==> config.mk <==
export PLATFORM = sky130hd
export DESIGN_NAME = hazard_ctrl
export DESIGN_NICKNAME = d
export VERILOG_FILES = /design/src/rtl/pipeline_pkg.sv /design/src/rtl/fwd_sel.sv /design/src/rtl/hazard_ctrl.sv
export SDC_FILE = /design/constraint.sdc
export NUM_CORES = 1
export LEC_CHECK = 0
export CORE_ASPECT_RATIO = 1.25
export CORE_MARGIN = 3
export CORE_UTILIZATION = 42
export DETAILED_ROUTE_END_ITERATION = 12
export PLACE_DENSITY = 0.76
export SLEW_MARGIN = 20
export SYNTH_ARGS = -nofsm -noshare
export SYNTH_HDL_FRONTEND = slang
export SYNTH_SLANG_ARGS = --single-unit
==> constraint.sdc <==
create_clock -name clk_i -period 1.95 [get_ports clk_i]
set_input_delay 0.2925 -clock clk_i [delete_from_list [all_inputs] [get_ports clk_i]]
set_output_delay 0.2925 -clock clk_i [all_outputs]
set_load 0.05 [all_outputs]
**Run 1: nets reached from selected ports**

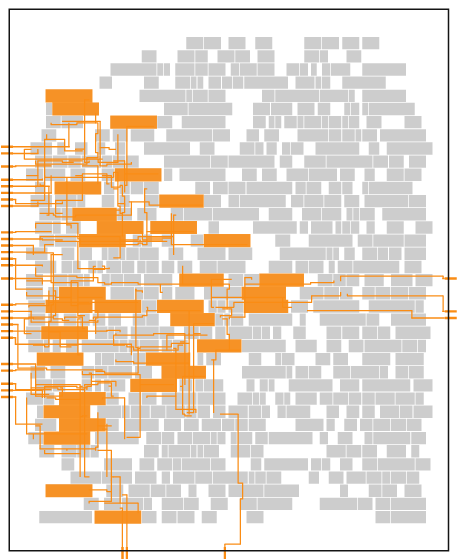
legend:
  `stall_cycles_o`:
    color: orange
    bits: 32
    direction: output
    edge: 26 west, 3 south, 3 east
    end_cells: 32
    buffers: 46
    wire: 1,770 um
I/O Buffers: 117
I/O Pins: 118

**Run 1: clock wires, drivers and flops**

Scale bar: 20 um.
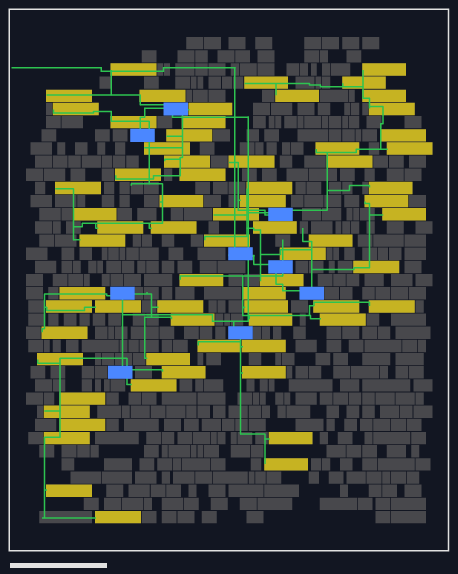
legend:
  flip-flops:
    color: yellow
    count: 69
  clock wires:
    color: green
    length: 887 um
  clock drivers:
    color: blue
    count: 9
routed clock nets: 10
Clock power frac: 29.6%
Clk. pwr: 1.17 mW
Clock Skew: 0.0121 ns

**Run 1: wiring by layer**

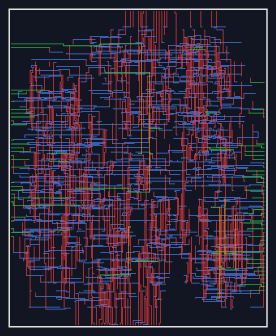
legend:
  metal 2:
    color: red
    wire_length: 5,610 um
  metal 4:
    color: orange
    wire_length: 168 um
  metal 3:
    color: green
    wire_length: 506 um
  metal 1:
    color: blue
    wire_length: 4,580 um
via count: 3,450
DRT Wirelength: 10.9 mm
WL per Instance: 15.8 um
GRT Util Overall: 21.2%

==> Changelog: implementation, run 1 <==
## Flow update

* Most instantiated logic cells after routing: buf_4, clkdlybuf4s50_1, xor2_1
* PD cells at 620 mW/mm^2
* CTS Buffer Depth at 2
* Rows at 37
* Clock root buffer: clkbuf_8
* Crit path time final at 2.10 ns
* Synthesized net count at 408
* Violated checks: negative setup slack
* Final WS setup at -0.150 ns
* Placed cell count at 651
* First-pass iteration count of the detailed router at 5
* DR iter-0 viols at 102
* Final setup violating endpoints at 3
* Worst reg2reg path depth at 9
* YS chip area at 0.00374 mm^2
* Worst IR Drop VDD at 0.00102 V
* Flops after synth at 69
* Routability cong. at 0.831
* Clk_lat worst skew at 0.34 ns
* Initial antenna violation count at 0
* Number of global-route vias before repair at 3,557
* Worst Path Required at 1.66 ns
* Top cell excl fill/tap: buf_4
* Final ANT Viol Nets at 0
* Max_cap viols at 0
* Ys cells at 360
* Layout cell share with drive strength beyond 1 at 42.8%
* Largest net degree at the start of global routing at 37
* DRC violations left at 0
* P&R area growth vs syn at 69.7%
* Syn avg cell area at 10.4 um^2
* DP Wirelength at 8.10 mm
* Worst Path Arrival at 1.81 ns
* CTS tree: built
* CTS HTree Levels at 3
* Hold Crit Class: input port to asynchronous set/reset pin
* Pleak at 3.06 nW
* Cells after Synth at 360
* Kind of critical path: register to primary output
* Status: finished with violations
* Slew of the pin with the lowest slew margin at 0.536 ns
* Fmax at 476 MHz
## run 1: synthesized netlist by cell type (2+ instances only)
master / instances / area [um^2]
nor3_1: 8 / 40.0
buf_4: 2 / 15.0
nor2_1: 21 / 78.8
nand4_1: 19 / 119
dfrtp_1: 69 / 1730
xnor2_1: 47 / 412
ha_1: 5 / 62.6
nand3_1: 33 / 165
and4_1: 3 / 26.3
xor2_1: 43 / 377
o21ai_0: 9 / 45.0
and3_1: 11 / 68.8
inv_1: 7 / 26.3
nor2b_1: 2 / 12.5
nor3_2: 7 / 70.1
and2_1: 6 / 37.5
nand2b_1: 3 / 18.8
nor4_1: 4 / 25.0
or3_1: 2 / 12.5
or4_1: 5 / 37.5
nand2_1: 27 / 101
mux2_2: 2 / 22.5
a21oi_1: 3 / 15.0
## run 1: routing by layer
metal | part of all wire, % | GRT usage (%) | vias up | routed length (um)
met5 | 0 | 0 | - | 0
met4 | 1.5 | 7.15 | 0 | 167
met3 | 4.6 | 4.05 | 15 | 505
met2 | 52 | 35.7 | 106 | 5610
met1 | 42 | 27.4 | 1665 | 4580
li1 | - | - | 1664 | -
## run 1: worst max-delay path, cell delays in order, from the launching register on
cell and delay [ns]:
dfrtp_1 0.36, inv_2 0.06, ha_4 0.14, nor2b_4 0.12, o21ai_4 0.14, o21ai_2 0.07, o21a_2 0.14, buf_6 0.12
nor2_4 0.16, buf_12 0.16
## run 1: per-stage QoR
step | total power [mW] | hold WS (ns) | area [um^2] | util, %
detailed placement | 2.73 | 0.124 | 5750 | 67.8
floorplan | 2.23 | -0.00309 | 3960 | -
CTS | 3.90 | 0.0883 | 6030 | 71.2
finish | 3.94 | 0.0813 | 6350 | 75.0
global route | 4.13 | 0.104 | 6350 | 75.0
global placement | 2.69 | 0.123 | 5750 | 67.8
## run 1: cells by family (layout without fill, tap and decap cells)
group,after synthesis,count (layout),share of synthesized area (%)
adder cells (fa/ha/maj),5,5,1.67
flip-flops,69,69,46.1
AND/OR/NAND/NOR,161,161,24.9
multiplexers,2,2,0.601
XOR/XNOR,90,90,21.0
buffers and inverters,11,221,1.80
AND-OR/OR-AND,22,22,3.91
## run 1: power breakdown
group	internal [mW]	leakage [nW]	switching (mW)
Clock	0.595	0.0996	0.571
Combinational	0.473	2.08	0.657
Sequential	1.53	0.880	0.111
## run 1: repair_timing
action,CTS,global route
gates resized,70,73
setup endpoints to repair,40,68
hold buffers,1,0
endpoints found under the hold margin,1,0
pin swaps,18,45
setup buffers,3,18
## run 1: final cells by class
| class | count | area, um^2 |
|---|---|---|
| Clock buffer | 9 | 124 |
| Clock inverter | 7 | 73.8 |
| Fill cell | 581 | 2120 |
| Inverter | 7 | 26.3 |
| Multi-Input combinational cell | 280 | 2350 |
| Sequential cell | 69 | 1780 |
| Tap cell | 117 | 146 |
| Timing Repair Buffer | 198 | 1850 |
==> run 2, diff against run 1 <==
--- a/config.mk
+++ b/config.mk
@@ -9,7 +9,7 @@
 export CORE_MARGIN = 3
 export CORE_UTILIZATION = 42
 export DETAILED_ROUTE_END_ITERATION = 12
-export PLACE_DENSITY = 0.76
+export PLACE_DENSITY = 0.78
 export SLEW_MARGIN = 20
 export SYNTH_ARGS = -nofsm -noshare
 export SYNTH_HDL_FRONTEND = slang
**Run 2: clock routing**

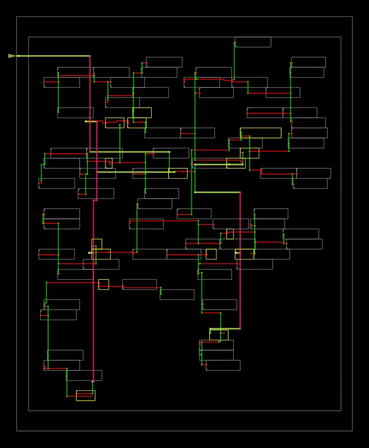
clk_lat worst skew: 0.36 ns
clk_buf instances: 10

==> Changelog: implementation, run 2 <==
## Flow update

* CTS Buffer Depth at 2
* Switching Share at 33.9%
* Final WS setup at -0.209 ns
* Combinational share of power at 27.6%
* Status: finished with violations
* Via count at 3,504
* Worst reg2reg path depth at 10
* Crit path time final at 2.16 ns
* Worst Path Arrival at 1.87 ns
* Flops after synth at 69
* Adder Share, Synth at 1.67%
* Most instantiated logic cells after routing: buf_4, clkdlybuf4s50_1, xor2_1
* PD cells at 613 mW/mm^2
* Fmax at 463 MHz
* Layout cell share with drive strength beyond 1 at 43.3%
* Violated checks: negative setup slack
* Routability cong. at 0.820
* Final setup violating endpoints at 16
* Slew of the pin with the lowest slew margin at 0.806 ns
* Pleak at 3.16 nW
* YS chip area at 0.00374 mm^2
* Kind of critical path: input port to primary output
**Run 2: wiring by layer**

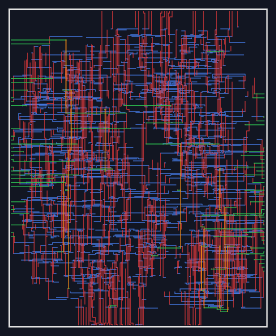
GRT Util Overall: 22.4%
DRT Wirelength: 11.4 mm

-- run 2: cell counts after synthesis --
No cell type changed its count.
-- run 2: metrics by stage --
stage	instance area [um^2]	setup slack, ns
after floorplan	3960	-0.195
after global placement	5790	-0.524
after detailed placement	5790	-0.649
after CTS	6220	-0.213
after global routing	6410	-0.291
final	6410	-0.209
-- run 2: what timing repair did --
action | 4_1_cts | 5_1_grt
hold buffers | 1 | 0
gates resized | 99 | 57
setup endpoints to repair | 41 | 70
buffers inserted | 9 | 5
endpoints found under the hold margin | 5 | 0
pin swaps | 31 | 29
-- run 2: power groups by stage --
stage                     clock network, mW  registers, mW  logic, mW
after CTS                              1.21           1.65       1.05
after global routing                   1.26           1.67       1.15
after floorplan                           0           1.99      0.247
after global placement                    0           1.67       1.01
final                                  1.18           1.66       1.09
after detailed placement                  0           1.68       1.03
-- run 2: final cells by class --
cell class / count / area [um^2] / area share [%]
multi-input combinational: 280 / 2360 / 36.8
timing repair buffer: 198 / 1900 / 29.7
sequential: 69 / 1780 / 27.7
tap: 117 / 146 / 2.28
clock buffer: 10 / 138 / 2.15
clock inverter: 6 / 62.6 / 0.976
inverter: 7 / 26.3 / 0.410
-- run 2: critical path, delay by kind of cell --
family                    cells  cell delay [ns]
buffers and inverters         3             0.71
AOI/OAI and AO/OA             2             0.38
xor gates and xnor gates      1             0.15
and+or+nand+nor               2             0.34
-- run 2: logic make-up after synthesis --
group	count (synthesis)
AOI/OAI and AO/OA	22
xor gates and xnor gates	90
adders and majority gates	5
buffers and inverters	11
DFF	69
muxes	2
and+or+nand+nor	161
-- run 2: metal layers --
layer	vias to the layer above	share of wire [%]	track usage (%)
met2	108	53	39.4
met5	-	0	0
met1	1704	39	25.5
li1	1667	-	-
met3	25	4.9	6.69
met4	0	2.7	8.48
Power and IR drop assume default switching activity.
